--- config.mk ---
export PLATFORM = sky130hd
export DESIGN_NAME = fetch_unit
export DESIGN_NICKNAME = d
export VERILOG_FILES = /design/src/rtl/fetch_unit.sv
export SDC_FILE = /design/constraint.sdc
export NUM_CORES = 1
export LEC_CHECK = 0
export CORE_MARGIN = 8
export CORE_UTILIZATION = 44
export CTS_BUF_LIST = sky130_fd_sc_hd__clkbuf_2
export DETAILED_ROUTE_END_ITERATION = 16
export GPL_ROUTABILITY_DRIVEN = 0
export PLACE_DENSITY_LB_ADDON = 0.25
export SYNTH_ARGS = -nofsm -noshare
export SYNTH_HDL_FRONTEND = slang
export SYNTH_SLANG_ARGS = --single-unit
--- constraint.sdc ---
create_clock -name clk -period 3.1 [get_ports clk]
set_input_delay 0.31 -clock clk [delete_from_list [all_inputs] [get_ports clk]]
set_output_delay 0.31 -clock clk [all_outputs]
set_load 0.005 [all_outputs]
--- src/rtl/fetch_unit.sv ---
// ---------------------------------------------------------------------------
// fetch_unit
//
// Instruction fetch front end. A small FSM (IDLE / FETCH / DISCARD) issues
// word-aligned requests to instruction memory, pushes returned words together
// with their fetch address into a QDEPTH-entry FIFO, and presents the FIFO
// head to the decoder. A branch redirect flushes the FIFO and reloads the
// fetch pointer. If a request is still waiting for its ack when the redirect
// arrives, the FSM parks in DISCARD until that ack, drops the returned word,
// and then fetches the redirect target.
//
// Optional feature macro: FETCH_PC8_EN adds output pc_plus8 = instr_pc + 8.
//
// Handshakes:
//   imem: a request is held (req and addr stable) while imem_req=1 and
//         imem_ack=0. The request completes in a cycle where imem_req=1 and
//         imem_ack=1, and imem_rdata is valid in that same cycle.
//   instr: the head transfers in a cycle where instr_valid=1 and
//          instr_ready=1. instr_valid never depends on instr_ready.
//
// Ports:
//   clk            clock, rising edge
//   reset          asynchronous active-low reset
//   imem_req       registered instruction-memory request
//   imem_addr      registered word-aligned fetch address
//   imem_ack       memory accepts request, imem_rdata valid this cycle
//   imem_rdata     returned instruction word
//   branch_taken   redirect pulse
//   branch_target  redirect address (bits [1:0] ignored)
//   instr_valid    FIFO head valid
//   instr_ready    decoder consumes the head
//   instr          FIFO head word
//   instr_pc       address the head word came from
//   cond/op/funct/rd  field decode of instr
//   pc_plus8       instr_pc + 8 (only with FETCH_PC8_EN)
//   dbg_state      current FSM state (0=IDLE, 1=FETCH, 2=DISCARD)
// ---------------------------------------------------------------------------
module fetch_unit #(
    parameter logic [31:0] RESET_PC = 32'h0000_0000,
    parameter int          QDEPTH   = 2
) (
    input  logic        clk,
    input  logic        reset,
    output logic        imem_req,
    output logic [31:0] imem_addr,
    input  logic        imem_ack,
    input  logic [31:0] imem_rdata,
    input  logic        branch_taken,
    input  logic [31:0] branch_target,
    output logic        instr_valid,
    input  logic        instr_ready,
    output logic [31:0] instr,
    output logic [31:0] instr_pc,
    output logic [3:0]  cond,
    output logic [1:0]  op,
    output logic [5:0]  funct,
    output logic [3:0]  rd,
`ifdef FETCH_PC8_EN
    output logic [31:0] pc_plus8,
`endif
    output logic [1:0]  dbg_state
);

    localparam int PW = $clog2(QDEPTH);
    localparam int CW = PW + 1;

    typedef enum logic [1:0] {
        S_IDLE    = 2'd0,
        S_FETCH   = 2'd1,
        S_DISCARD = 2'd2
    } state_t;

    state_t        r_state;
    logic          r_req;
    logic [31:0]   r_addr;
    logic [31:0]   r_target;

    logic [31:0]   r_q_instr [QDEPTH];
    logic [31:0]   r_q_pc    [QDEPTH];
    logic [PW-1:0] r_wr_ptr;
    logic [PW-1:0] r_rd_ptr;
    logic [CW-1:0] r_count;

    logic          w_pop;
    logic          w_ack;
    logic          w_push;
    logic [31:0]   w_target;
    logic [CW-1:0] w_count_next;
    logic          w_space;
    logic [1:0]    w_unused_bits;

    assign w_unused_bits = branch_target[1:0];

    assign instr_valid = (r_count != '0);
    assign w_pop       = instr_valid & instr_ready;
    assign w_ack       = r_req & imem_ack;
    // Only FETCH pushes; a redirect in the ack cycle drops the word.
    assign w_push      = (r_state == S_FETCH) & w_ack & ~branch_taken;
    assign w_target    = {branch_target[31:2], 2'b00};

    // A redirect empties the queue; any same-cycle pop is subsumed by it.
    assign w_count_next = branch_taken ? '0
                        : (r_count + CW'(w_push) - CW'(w_pop));

    // Issue a new request only if its word is guaranteed a free slot.
    assign w_space = (w_count_next < CW'(QDEPTH));

    // -----------------------------------------------------------------------
    // Fetch FSM: owns imem_req / imem_addr and the pending redirect target.
    // -----------------------------------------------------------------------
    always_ff @(posedge clk or negedge reset) begin
        if (!reset) begin
            r_state  <= S_IDLE;
            r_req    <= 1'b0;
            r_addr   <= {RESET_PC[31:2], 2'b00};
            r_target <= 32'h0;
        end else begin
            case (r_state)
                S_IDLE: begin
                    r_state <= S_FETCH;
                    r_req   <= 1'b1;
                    if (branch_taken) begin
                        r_addr <= w_target;
                    end
                end
                S_FETCH: begin
                    if (branch_taken) begin
                        if (r_req && !imem_ack) begin
                            // Outstanding request must complete before redirect.
                            r_state  <= S_DISCARD;
                            r_target <= w_target;
                        end else begin
                            r_addr <= w_target;
                            r_req  <= 1'b1;
                        end
                    end else if (r_req && !imem_ack) begin
                        // Waiting for memory: hold request and address.
                        r_req  <= 1'b1;
                    end else begin
                        if (w_ack) begin
                            r_addr <= r_addr + 32'd4;
                        end
                        r_req <= w_space;
                    end
                end
                S_DISCARD: begin
                    if (branch_taken) begin
                        r_target <= w_target;
                    end
                    if (imem_ack) begin
                        r_state <= S_FETCH;
                        r_addr  <= branch_taken ? w_target : r_target;
                        r_req   <= 1'b1;
                    end
                end
                default: begin
                    r_state <= S_IDLE;
                    r_req   <= 1'b0;
                end
            endcase
        end
    end

    // -----------------------------------------------------------------------
    // Instruction FIFO: word plus fetch address per entry.
    // -----------------------------------------------------------------------
    always_ff @(posedge clk or negedge reset) begin
        if (!reset) begin
            for (int i = 0; i < QDEPTH; i++) begin
                r_q_instr[i] <= 32'h0;
                r_q_pc[i]    <= 32'h0;
            end
            r_wr_ptr <= '0;
            r_rd_ptr <= '0;
            r_count  <= '0;
        end else begin
            if (branch_taken) begin
                r_wr_ptr <= '0;
                r_rd_ptr <= '0;
            end else begin
                if (w_push) begin
                    r_q_instr[r_wr_ptr] <= imem_rdata;
                    r_q_pc[r_wr_ptr]    <= r_addr;
                    r_wr_ptr            <= r_wr_ptr + PW'(1);
                end
                if (w_pop) begin
                    r_rd_ptr <= r_rd_ptr + PW'(1);
                end
            end
            r_count <= w_count_next;
        end
    end

    assign imem_req  = r_req;
    assign imem_addr = r_addr;
    assign instr     = r_q_instr[r_rd_ptr];
    assign instr_pc  = r_q_pc[r_rd_ptr];
    assign cond      = instr[31:28];
    assign op        = instr[27:26];
    assign funct     = instr[25:20];
    assign rd        = instr[15:12];
    assign dbg_state = r_state;

`ifdef FETCH_PC8_EN
    assign pc_plus8 = instr_pc + 32'd8;
`endif

endmodule

==> flow_summary.yaml, run 1 <==
# physical design summary
placed_design:
  pre_cts_ws_ns: 0.348
  place_inst: 1219
  postPlaceCellArea_um2: 11900
  io_buffers: 182
  place_hpwl_um: 16900
logic_synthesis:
  postSynthRegisterBits: 199
  synth_chip_area_um2: 9800
  ys_async_sr_fraction: 1.00
  seq_area_frac_synth: 0.508
  synth_cell_type_count: 59
  syn_area_per_cell_um2: 12.2
  synth.area.top_cells: "dfrtp_1, mux2_2, o21ai_0"
  number_of_enable_flip_flop_cells: 0
  ff_type: "dfrtp_1"
  post-synth-top-area-fraction: 0.508
  synth_cells: 806
  synth.yosys.num_cells: 806
  synthesis.area_um2: 9800
  synthDominantAreaCellType: "dfrtp_1"
  syn-num-nets: 883
  ys_warn_count: 0
sta:
  final.setup.tns_ns: 0
  layout_worst_path_cycle_share: 0.931
  rsz0062_at_grt: "false"
  timing.hold.ws_ns: 0.158
  setup_violations: 0
  hold_violations: 0
  fin_crit_ns: 2.89
  relSlewSlack: 0.395
  skew_ns: 0.0513
  final.setup.worst_slack_ns: 0.214
  actual_transition_at_the_worst_max_transition_pin_ns: 0.908
  drv_slew: 0
  clock.fmax_mhz: 347
layout:
  number_of_logic_inverters_in_the_finished_layout: 12
  num-nonclk-buffers: 204
  comb_share: 0.366
  fill_cells: 1870
  dominant_kind_of_cell: "flip-flops and latches"
  clkCellAreaFrac: 0.0186
  post_route_design_area_um2: 12100
  area.share.sequential: 0.411
  seq_cell_count: 199
  largest_registers_in_the_final_layout: "r_q_instr x64, r_q_pc x64"
  final.clkbuf_count: 17
  seqCellArea_um2: 4980
  logic_gates: 527
  areaGrowthSynthToFinish_pct: 23.7
  layout.buffer.nonclock.area_share: 0.172
  num_antenna_cells: 1
  layout.area.comb_um2: 4430
  layout.nets: 1038
  final_cell_count_no_fill: 1254
  most_common_logic_cells_in_the_final_layout: "mux2_2, dfrtp_1, clkdlybuf4s50_1, o21ai_0, nor2_1"
  drive_above_1_share: 0.291
  mostFrequentLayoutCell: "mux2_2"
  postLayoutCoreUtil: 0.555
routing:
  route.vias.total: 6952
  drtAntennaViolNets: 0
  remaining_drc_errors: 0
  drt_pre_antenna_iters: 5
  wl_um: 24300
  route.detailed.vias_per_inst: 5.54
  drt_first_iter_violations: 520
  detailed_route_wire_length_per_cell_um: 19.4
clock_tree:
  clk_root_buffer_cell: "clkbuf_2"
  post-cts-setup-buffers: 0
  tritoncts: "done"
  cts.clk_slew.worst_paths_ns: 0.31
  clock-sinks: 199
  cts_buffer_depth: 2
  post_cts_resize_count: 1
  numCtsBuffers: 17
  cts_hold_buffers: 3
  clock.latency.late_pin_ns: 0.76
  htreeDepth: 4
die:
  ios: 185
  initial_core_util: 0.449
  core_area_um2: 21800
  chipArea_um2: 27300
  placement_rows: 54
  tapcell.inserted: 280
  chipWidth_um: 165
  die-height_um: 165
pwr:
  power.static_leakage_nw: 5.23
  power_per_cell_area_nw_per_um2: 947
  power.ir.vdd_worst_uv: 380
  power.total_mw: 11.5
global_routing:
  grt.total_usage: 0.181
  grt_pass1_vias: 7140
  grt_pass1_wl_um: 39100
  grt_start_max_net_pins: 79
  grt_antenna_before_repair: 1
  grt-ovfl-total: 0
setup_path:
  crit_family: "flip-flops"
  cp-end-kind: "output pin"
  crit_required_ns: 2.79
  cp.arrival_ns: 2.58
  cp_slowest_cell: "dfrtp_4"
  path_class: "reg2out"
  startpoint_type: "flop"
  worst-path-max-fanout: 23
  cp_cell_sequence: "buf_12, mux2_2, clkdlybuf4s50_1"
  critical_path.n_buffers_inverters: 2
  slowest_delay_ns: 0.73
job:
  total_number_of_warnings_across_the_stage_logs: 32
  cap_violations: 0
status:
  run_status: "finished clean"
hold_path:
  worstHoldPathType: "in2reg"
-- run 1: layer usage --
layer  wire [um]  GRT usage  part of all wire
met4         291     0.0422             0.012
met2       11500      0.296              0.47
met5           0          0                 0
met3        1540     0.0404             0.063
met1       11000      0.241              0.45
-- run 1: cell usage after synthesis (all sizes together), types with 6 or more instances --
cell type	number
a21oi	14
a221oi	9
a222oi	6
a22o	16
and2	10
buf	36
clkbuf	32
dfrtp	199
ha	8
inv	12
mux2	223
nand2	27
nand3	13
nand4	8
nor2	51
nor2b	6
nor3	8
o21ai	54
-- run 1: worst register-to-register path: cells and delay by family (launching register included) --
kind / cells / cell delay (ns)
AOI/OAI and AO/OA: 2 / 0.25
xor gates and xnor gates: 1 / 0.33
adders and majority gates: 3 / 0.69
buffers and inverters: 2 / 0.17
DFF: 1 / 0.49
and+or+nand+nor: 4 / 0.58
-- run 1: kinds of logic (layout without fill, tap and decap cells) --
group,Yosys count,in the layout,synth area share
other cells,0,1,0
simple gates,148,148,0.0791
xor+xnor,3,3,0.00409
fa+ha+maj,8,8,0.0102
buf+inv,80,247,0.0404
compound gates,143,143,0.0996
mux,225,225,0.258
flops,199,199,0.508
-- run 1: path summary, 6_finish.rpt --
check / from / end / slack, ns / cells after the start
max: r_rd_ptr / instr_pc[1] / 0.21 / 3
min: imem_rdata[17] / r_q_instr[49] / 0.16 / 2
max reg2reg: dbg_state[1] / imem_req / 0.55 / 12
min reg2reg: r_q_pc[21] / r_q_pc[21] / 0.51 / 2
max in group asynchronous: reset / r_q_instr[45] / 1.86 / 4
min in group asynchronous: reset / r_target[20] / 0.50 / 3
-- run 1: power by group --
part,internal (mW),switching [mW]
clock,0.308,0.916
sequential,3.70,0.901
combinational,3.37,2.28
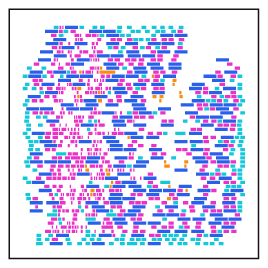
Run 1: cells coloured by class
Scale: 1.5 px per um.
colour	class	cells	share of their area
orange	clock drivers and dummy loads	31	1.9%
blue	flops	199	42%
magenta	combinational and other logic	539	38%
cyan	other buffers and delay cells	204	18%

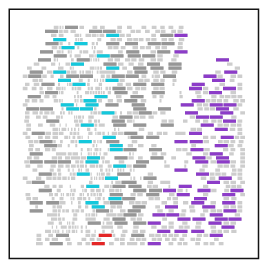
Run 1: where the registers sit
Scale: 1.5 px per um. Other sequential cells in the stronger grey, the rest of the logic in the fainter grey.
colour	name in the netlist	flops
purple	r_q_instr	64
cyan	imem_addr	32
red	r_count	2
not coloured	101

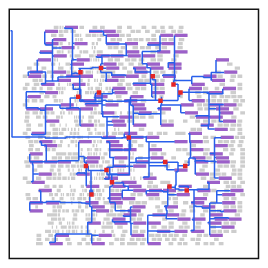
Run 1: clock wires, drivers and flops
Scale: 1.5 px per um.
[red] clock drivers | count: 17
[blue] clock wires | length: 2300 um
[purple] flip-flops | count: 199
flops lie	spread over the die

Run 1, cell placement:
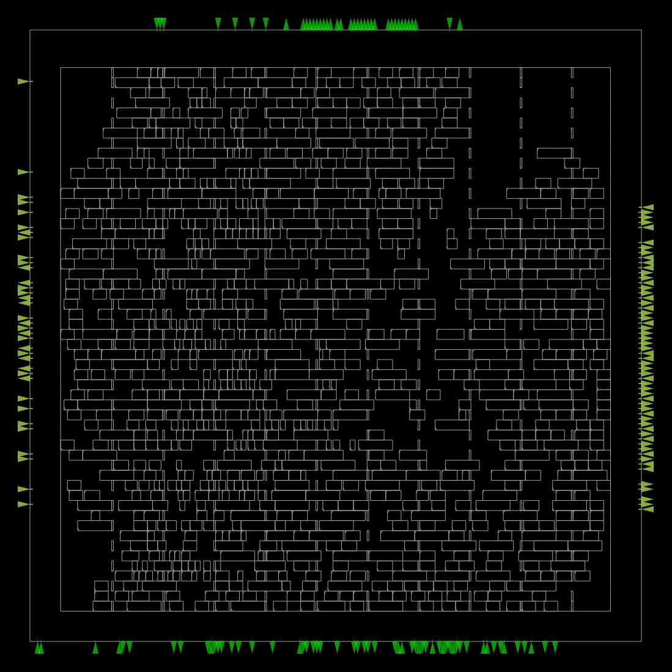

==> run 2, diff against run 1 <==
Settings changed: CORE_MARGIN 8 to 1, DONT_BUFFER_PORTS set to 1.
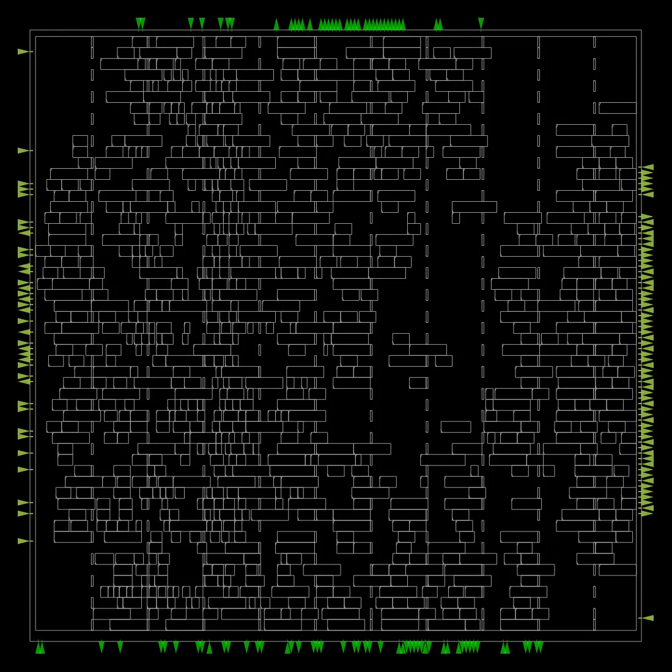
Run 2: cell placement
Cell Count, Final, Fillers Out: 1131
Floorplan Core Area: 21800 um2

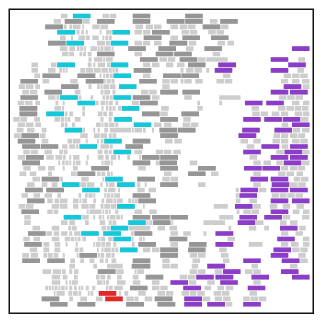
Run 2: where the registers sit
Scale: 2 px per um. Other sequential cells in the stronger grey, the rest of the logic in the fainter grey.
colour	name in the netlist	flops
cyan	imem_addr	32
red	r_count	2
purple	r_q_instr	64
not coloured	101

==> flow_summary.yaml, run 2 <==
# physical design summary
setup_path:
  worst-path-max-fanout: 10
  startpoint_type: "flop"
  cp.arrival_ns: 3.41
  crit_family: "adder cells"
  cp_slowest_cell: "dfrtp_1"
  regToRegSetupSlack_ns: 0.38
  cp_cell_sequence: "inv_1, ha_1, nor2b_1, nand3_1, ha_1, inv_1, ha_1, xnor3_1, nor2_1, o21ai_0, a21oi_1, nor2_1"
  worstSetupStartpoint: "dbg_state[1]"
die:
  chipArea_um2: 22900
  die-height_um: 151
  placement_rows: 54
sta:
  rsz0062_at_grt: "false"
  layout_worst_path_cycle_share: 0.878
  hold_violations: 199
  timing.hold.ws_ns: -0.773
  skew_ns: 0.0469
  actual_transition_at_the_worst_max_transition_pin_ns: 0.926
  final.setup.worst_slack_ns: 0.378
routing:
  drt_first_iter_violations: 732
  drtAntennaViolNets: 0
  route.vias.total: 6567
  route.detailed.vias_per_inst: 5.81
placed_design:
  io_buffers: 0
  postPlaceCellArea_um2: 9960
  pre_cts_ws_ns: 0.413
logic_synthesis:
  syn_area_per_cell_um2: 12.2
  number_of_enable_flip_flop_cells: 0
  ys_async_sr_fraction: 1.00
  syn-num-nets: 883
  most_frequently_used_cell_type_in_the_post_synthesis_netlist: "mux2_2"
  synth.area.top_cells: "dfrtp_1, mux2_2, o21ai_0"
  yosys-top-cells-count: "mux2_2, dfrtp_1, o21ai_0"
  seq_area_frac_synth: 0.508
  ys_warn_count: 0
  synth_cells: 806
  synth_chip_area_um2: 9800
clock_tree:
  cts.clk_slew.worst_paths_ns: 0.28
  clock.latency.late_pin_ns: 0.75
  numCtsBuffers: 17
  cts_buffer_depth: 2
  tritoncts: "done"
  post_cts_resize_count: 0
  post-cts-setup-buffers: 0
  cts_hold_buffers: 65
pwr:
  share_seq_of_total_power: 0.462
  power_switching_mw: 3.78
  p_clk_frac: 0.145
  power.static_leakage_nw: 4.80
  power_per_cell_area_nw_per_um2: 929
  power.total_mw: 10.1
  intPower_mw: 6.35
  power.share.combinational: 0.393
status:
  violations: "hold timing"
  run_status: "finished with violations"
layout:
  largest_registers_in_the_final_layout: "r_q_instr x64, r_q_pc x64"
  areaGrowthSynthToFinish_pct: 11.3
  post_route_design_area_um2: 10900
  most_common_logic_cells_in_the_final_layout: "mux2_2, dfrtp_1, dlygate4sd3_1, o21ai_0, nor2_1"
  layout.nets: 915
global_routing:
  grt_antenna_before_repair: 1
  grt_pass1_vias: 6668
  grt_start_max_net_pins: 200
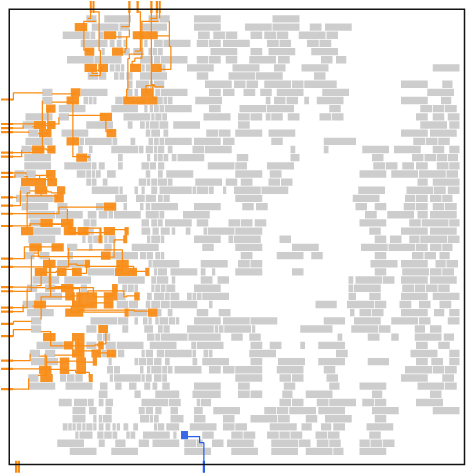
Run 2: nets reached from selected ports
Scale: 3 px per um.
colour	port	bits	direction	end cells	buffers	wire
blue	instr_valid	1	output	1	0	14.2 um
orange	branch_target	32	input	90	30	1160 um

[run 2: worst max path at each step]
| stage | endpoint | slack, ns | depth (start not counted) |
|---|---|---|---|
| floorplan | imem_req | 0.64 | 13 |
| global placement | imem_req | 0.47 | 12 |
| detailed placement | imem_req | 0.41 | 12 |
| CTS | instr[22] | 0.33 | 2 |
| global route | imem_req | 0.12 | 12 |
| finish | imem_req | 0.38 | 12 |
[run 2: power by group through the flow]
stage / Combinational (mW) / Clock [mW] / Sequential (mW)
final: 3.98 / 1.47 / 4.68
after CTS: 4.00 / 1.54 / 4.68
after global routing: 4.37 / 1.65 / 4.86
after floorplan: 3.36 / 0 / 4.32
after detailed placement: 3.89 / 0 / 4.75
after global placement: 3.78 / 0 / 4.64
[run 2: layout make-up]
cell class / instances / area [um2] / area share
multi-input cells: 527 / 4430 / 0.406
repair buffers: 81 / 808 / 0.0741
well taps: 280 / 350 / 0.0321
clock inverters: 8 / 171 / 0.0157
clock buffers: 23 / 115 / 0.0106
inverters: 12 / 45.0 / 0.00413
diodes: 1 / 2.50 / 0.000229
flip-flops and latches: 199 / 4980 / 0.457
[run 2: kinds of logic (layout without fill, tap and decap cells)]
kind of cell	Yosys count	in the layout	share of synthesized area
AND-OR/OR-AND	143	143	0.0996
XOR/XNOR	3	3	0.00409
adder cells (fa/ha/maj)	8	8	0.0102
buffers and inverters	80	124	0.0404
flip-flops	199	199	0.508
multiplexers	225	225	0.258
other	0	1	0
AND/OR/NAND/NOR	148	148	0.0791
[run 2: per-layer routing]
| layer | track usage | vias to the layer above | share of wire |
|---|---|---|---|
| li1 | - | 3013 | - |
| met1 | 0.275 | 3271 | 0.44 |
| met2 | 0.328 | 253 | 0.47 |
| met3 | 0.0545 | 30 | 0.067 |
| met4 | 0.0750 | 0 | 0.018 |
| met5 | 0 | - | 0 |
Power is estimated from default activity; no workload was simulated.
